--- src/rtl/morse_decoder.sv ---
// morse_decoder: turns dot/dash pulses into ASCII characters, closing a character
// after CHAR_GAP idle cycles and emitting one space after WORD_GAP idle cycles.
module morse_decoder #(
    parameter logic [27:0] CHAR_GAP = 28'd50_000_000,
    parameter logic [27:0] WORD_GAP = 28'd150_000_000
) (
    input  logic       CLK,
    input  logic       RESET,
    input  logic       SHORT,
    input  logic       LONG,
    output logic [7:0] CHAR,
    output logic       CHAR_VALID,
    output logic       ERR,
    output logic [2:0] SYM_CNT,
    output logic       BUSY
);
    typedef enum logic [2:0] {IDLE, COLLECT, ERRWAIT, EMIT, SPACEWAIT} state_t;

    state_t      state, state_n;
    logic [4:0]  code, code_n;
    logic [27:0] gap, gap_n;
    logic [2:0]  cnt_n;
    logic [7:0]  char_n;
    logic        valid_n, err_n, sym, both, char_hit, word_hit;

    // first symbol sits in the highest used bit; upper unused bits are zero
    function automatic logic [7:0] decode(input logic [2:0] n, input logic [4:0] c);
        case ({n, c})
            {3'd1, 5'b00000}: decode = 8'h45;
            {3'd1, 5'b00001}: decode = 8'h54;
            {3'd2, 5'b00000}: decode = 8'h49;
            {3'd2, 5'b00001}: decode = 8'h41;
            {3'd2, 5'b00010}: decode = 8'h4E;
            {3'd2, 5'b00011}: decode = 8'h4D;
            {3'd3, 5'b00000}: decode = 8'h53;
            {3'd3, 5'b00001}: decode = 8'h55;
            {3'd3, 5'b00010}: decode = 8'h52;
            {3'd3, 5'b00011}: decode = 8'h57;
            {3'd3, 5'b00100}: decode = 8'h44;
            {3'd3, 5'b00101}: decode = 8'h4B;
            {3'd3, 5'b00110}: decode = 8'h47;
            {3'd3, 5'b00111}: decode = 8'h4F;
            {3'd4, 5'b00000}: decode = 8'h48;
            {3'd4, 5'b00001}: decode = 8'h56;
            {3'd4, 5'b00010}: decode = 8'h46;
            {3'd4, 5'b00100}: decode = 8'h4C;
            {3'd4, 5'b00110}: decode = 8'h50;
            {3'd4, 5'b00111}: decode = 8'h4A;
            {3'd4, 5'b01000}: decode = 8'h42;
            {3'd4, 5'b01001}: decode = 8'h58;
            {3'd4, 5'b01010}: decode = 8'h43;
            {3'd4, 5'b01011}: decode = 8'h59;
            {3'd4, 5'b01100}: decode = 8'h5A;
            {3'd4, 5'b01101}: decode = 8'h51;
            {3'd5, 5'b11111}: decode = 8'h30;
            {3'd5, 5'b01111}: decode = 8'h31;
            {3'd5, 5'b00111}: decode = 8'h32;
            {3'd5, 5'b00011}: decode = 8'h33;
            {3'd5, 5'b00001}: decode = 8'h34;
            {3'd5, 5'b00000}: decode = 8'h35;
            {3'd5, 5'b10000}: decode = 8'h36;
            {3'd5, 5'b11000}: decode = 8'h37;
            {3'd5, 5'b11100}: decode = 8'h38;
            {3'd5, 5'b11110}: decode = 8'h39;
            default:          decode = 8'h3F;
        endcase
    endfunction

    always_comb begin
        sym      = SHORT ^ LONG;
        both     = SHORT & LONG;
        char_hit = !(SHORT | LONG) && gap == CHAR_GAP - 28'd1;
        word_hit = !(SHORT | LONG) && gap == WORD_GAP - 28'd1;
        state_n  = state;
        code_n   = code;
        cnt_n    = SYM_CNT;
        char_n   = CHAR;
        valid_n  = 1'b0;
        err_n    = 1'b0;
        gap_n    = (SHORT | LONG) ? 28'd0 : (gap == WORD_GAP ? gap : gap + 28'd1);
        if (both) begin
            state_n = ERRWAIT;
        end else begin
            case (state)
                COLLECT: begin
                    if (sym && SYM_CNT == 3'd5) begin
                        state_n = ERRWAIT;
                    end else if (sym) begin
                        code_n = {code[3:0], LONG};
                        cnt_n  = SYM_CNT + 3'd1;
                    end else if (char_hit) begin
                        state_n = EMIT;
                        char_n  = decode(SYM_CNT, code);
                        err_n   = char_n == 8'h3F;
                        valid_n = 1'b1;
                    end
                end
                ERRWAIT: begin
                    if (char_hit) begin
                        state_n = EMIT;
                        char_n  = 8'h3F;
                        err_n   = 1'b1;
                        valid_n = 1'b1;
                    end
                end
                default: begin
                    cnt_n = state == EMIT ? 3'd0 : SYM_CNT;
                    if (sym) begin
                        state_n = COLLECT;
                        code_n  = {4'b0, LONG};
                        cnt_n   = 3'd1;
                    end else if (state != IDLE && word_hit) begin
                        state_n = IDLE;
                        char_n  = 8'h20;
                        valid_n = 1'b1;
                    end else if (state == EMIT) begin
                        state_n = SPACEWAIT;
                    end
                end
            endcase
        end
    end

    always_ff @(posedge CLK) begin
        if (!RESET) begin
            state      <= IDLE;
            code       <= 5'd0;
            gap        <= 28'd0;
            SYM_CNT    <= 3'd0;
            CHAR       <= 8'h00;
            CHAR_VALID <= 1'b0;
            ERR        <= 1'b0;
            BUSY       <= 1'b0;
        end else begin
            state      <= state_n;
            code       <= code_n;
            gap        <= gap_n;
            SYM_CNT    <= cnt_n;
            CHAR       <= char_n;
            CHAR_VALID <= valid_n;
            ERR        <= err_n;
            BUSY       <= state_n == COLLECT || state_n == ERRWAIT;
        end
    end
endmodule

--- config.mk ---
export PLATFORM = sky130hd
export DESIGN_NAME = morse_decoder
export DESIGN_NICKNAME = d
export VERILOG_FILES = /design/src/rtl/morse_decoder.sv
export SDC_FILE = /design/constraint.sdc
export NUM_CORES = 1
export LEC_CHECK = 0
export ABC_AREA = 1
export CORE_MARGIN = 2
export CORE_UTILIZATION = 40
export CTS_BUF_LIST = sky130_fd_sc_hd__clkbuf_4 sky130_fd_sc_hd__clkbuf_8
export CTS_CLUSTER_SIZE = 40
export DETAILED_ROUTE_END_ITERATION = 10
export PLACE_DENSITY = 0.62
export SLEW_MARGIN = 10
export SYNTH_ARGS = -nofsm -noshare
export SYNTH_HDL_FRONTEND = slang
export SYNTH_SLANG_ARGS = --single-unit
--- constraint.sdc ---
create_clock -name CLK -period 2.19 [get_ports CLK]
set_input_delay 0.219 -clock CLK [delete_from_list [all_inputs] [get_ports CLK]]
set_output_delay 0.219 -clock CLK [all_outputs]
set_load 0.02 [all_outputs]
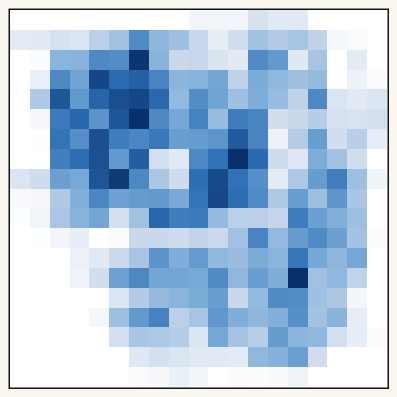
(images/route_heat.png)
Drawn at 4 px/um. 19 x 19 tiles, from white (low) to dark blue (high), scaled to the fullest tile. Values are wire area over tile area, all layers added.
The densest ninth of the die: center. The mean over all tiles is 0.15. The fullest tile reaches 0.46.

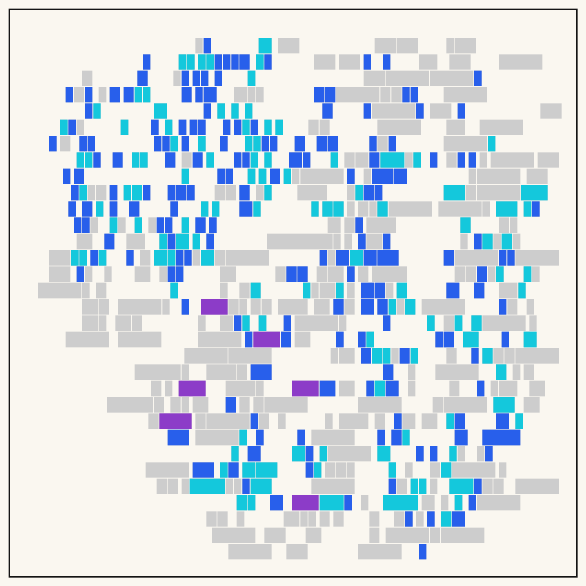
(images/gates.png)
Drawn at 6 px/um.
Key: purple = fa/ha/maj cells [cells 6, most used ha_1]; blue = nand cells [cells 179, most used nand2_1, where all over the die]; cyan = nor cells [cells 123, most used nor2_1, where all over the die]

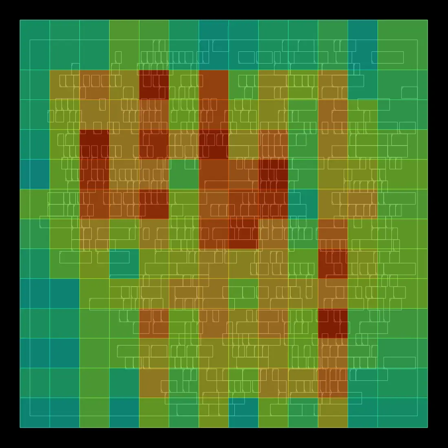
(images/congestion_map.png)
Most Used Layer, Global Route: met2
core occupancy in the finished layout: 47.7%
total track usage: 21.0%

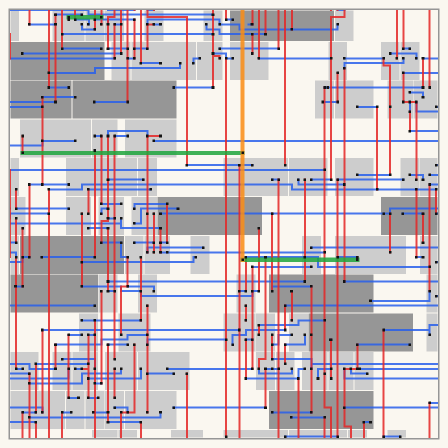
(images/closeup.png)
Region (32, 13) to (62, 43) um. Cells in gray, sequential cells in the stronger gray; small squares are vias.
Key: red = M2; blue = M1; orange = M4; green = M3
Most frequent: nand2_1 (13), dfxtp_1 (11), nor2_1 (8). Netlist names of flops here include `gap` (7), `SYM_CNT` (3). 71 logic cells have their middle in the window. Sequential cells in the window: 11.

==> Changelog: implementation <==
### Metrics

- Sw frac: 31.1%
- HPWL after detailed placement: about 7000 um
- Area fraction in and, or, nand and nor cells: 43.8%
- Sequential cell count: 49
- Reg2Reg Capture Point: gap[16]$_SDFFE_PP0P_
- Highest Clock Rate: 514 MHz
- Global routing met2 resource utilization: a little over a third
- Routed length on met1: 4150 um
- Area delta synth->final: 14.1%
- Final Slew Violations: 0
- Placer congestion estimate: 0.932
- Category of the critical setup timing path: reg -> reg
- GRT Residual Overflow: 0
- Final-stage net count: 561
- Maximum fanout along the worst path: 5
- Number of global-route vias before repair: ~3300
- Combinational gate count: 396
- Vias per cell: 5.14
- Antenna cells: 0
- Most frequent logic cell in the layout: nand2_1
- Reported net switching power: 662 uW
- Number of clock buffers in the layout: 7
- Power Density: roughly 570 nW/um^2
- Worst Reg2Reg Path Length in Cells: 10
- Combinational Power Share: about 22%
- Post-synthesis compound-gate area fraction: about 14%
- Highest signal layer in the routed design: met4
- Count of placed standard cells including taps: 645
- Clock sinks: a little under 50
- Final-layout setup total negative slack: 0 ns
- Number of H-tree levels: 2
- Router iterations before antenna repair: 4
- Power after layout: 2130 uW
- Total of fill cells in the finished design: 815
- Worst-skew pair later-pin latency: 0.31 ns
- Width of the die: 94.4 um
- Adder-cell area share of the yosys netlist: 2.30%
- Number of synthesized register bits: 49
- Element type at the critical path end: flip-flop
- Leakage component of the power: around 0.0015 uW
- Non-Filler Instances: 654
- Synthesized instance count: about 520
- Number of placement rows: 32
- Clock tree from TritonCTS: yes
- Post-Route WL: 8590 um
- Kind of start point of the critical path: flip-flop
- Leading cell category by total area: multi-input combinational cells
- Xor/xnor share: 0.268%
- Number of input and output port buffers inserted: 16
- Wire length per cell: ~13 um
- Effective utilization at floorplan: 41.8%
- Seq area share: 26.4%
- Worst reg2reg path startpoint: gap[0]$_SDFFE_PP0P_
- Worst hold path stage count: 1
- Post-layout period usage of the worst path: 88.9%
- Wire length of the first global-routing pass: 15100 um
- Clock transition at the registers of the reported paths: approximately 0.090 ns
- Clock share of power: between 30 and 40%
- Post-placement setup slack: -0.0206 ns
- Combinational cell power: 457 uW
- Layout cell share with drive strength beyond 1: 13.6%
- Logic inverters: 73
- Clock root buffer: clkbuf_8
- Met1 layer usage reported by global route: ~28%
- Critical path arrival: 2.15 ns
- Vias after detailed routing: 3361
- Comb area share: a little over half
- Clk buf depth: 2
- Main area contributors: dfxtp_1 30%, nand2_1 13%, nor2_1 9.5%
- Tap cells: 102
- DRT iter0 DRCs: 122
- Syn_nets: between 500 and 600
- Yosys warns: 0
- Unrepaired setup endpoints after global routing: false
- Clk_skew: 0.0101 ns
- Max reg flops: 28
- Area of combinational cells with multiple inputs: 1980 um^2
- Part of the power in registers: 45.5%
- Sequential fraction of the synthesis area: 30.0%
- Seq group: 969 uW
- Final Hold Vio Count: 0
- Total standard cell area after synthesis: 3270 um^2
- Largest regs: gap x28, CHAR x7, code x5
- Global routing usage on met3: 2.87%
- Final non-filler cell area: 3720 um^2
- Status: complete, no violations
- Largest family of logic cells by area: simple AND/OR/NAND/NOR gates
- Pin count of the biggest net entering global routing: 18
- Detailed route wirelength on metal3: 268 um
- End point of the critical path: gap[16]$_SDFFE_PP0P_
- Multiplexer share of the synthesized area: 0%
- Top reg by flops: gap
## critical path: stages (launching register included)
cell,delay (ns)
dfxtp_2,0.37
ha_2,0.21
nand3_2,0.13
nor3_2,0.16
nand2_1,0.12
nor2_2,0.16
inv_2,0.08
nor3_4,0.26
buf_4,0.16
xor2_1,0.14
nor2_1,0.06
## cell usage after synthesis, types with 2 or more instances
library cell  number
nand2_1          116
nor2_1            83
inv_1             54
dfxtp_1           49
nand3_1           41
a21oi_1           39
inv_2             19
nor3_1            18
o21ai_0           18
o21ai_1           10
nand4_1            9
nor2_2             9
ha_1               6
nand2_2            6
a211oi_1           5
nand3_2            5
nor3_2             5
a31oi_1            3
clkbuf_1           3
nor2_4             3
a21oi_2            2
buf_2              2
nor3_4             2
o21a_1             2
Power figures rest on the tool's default switching activity, not on a simulated workload.
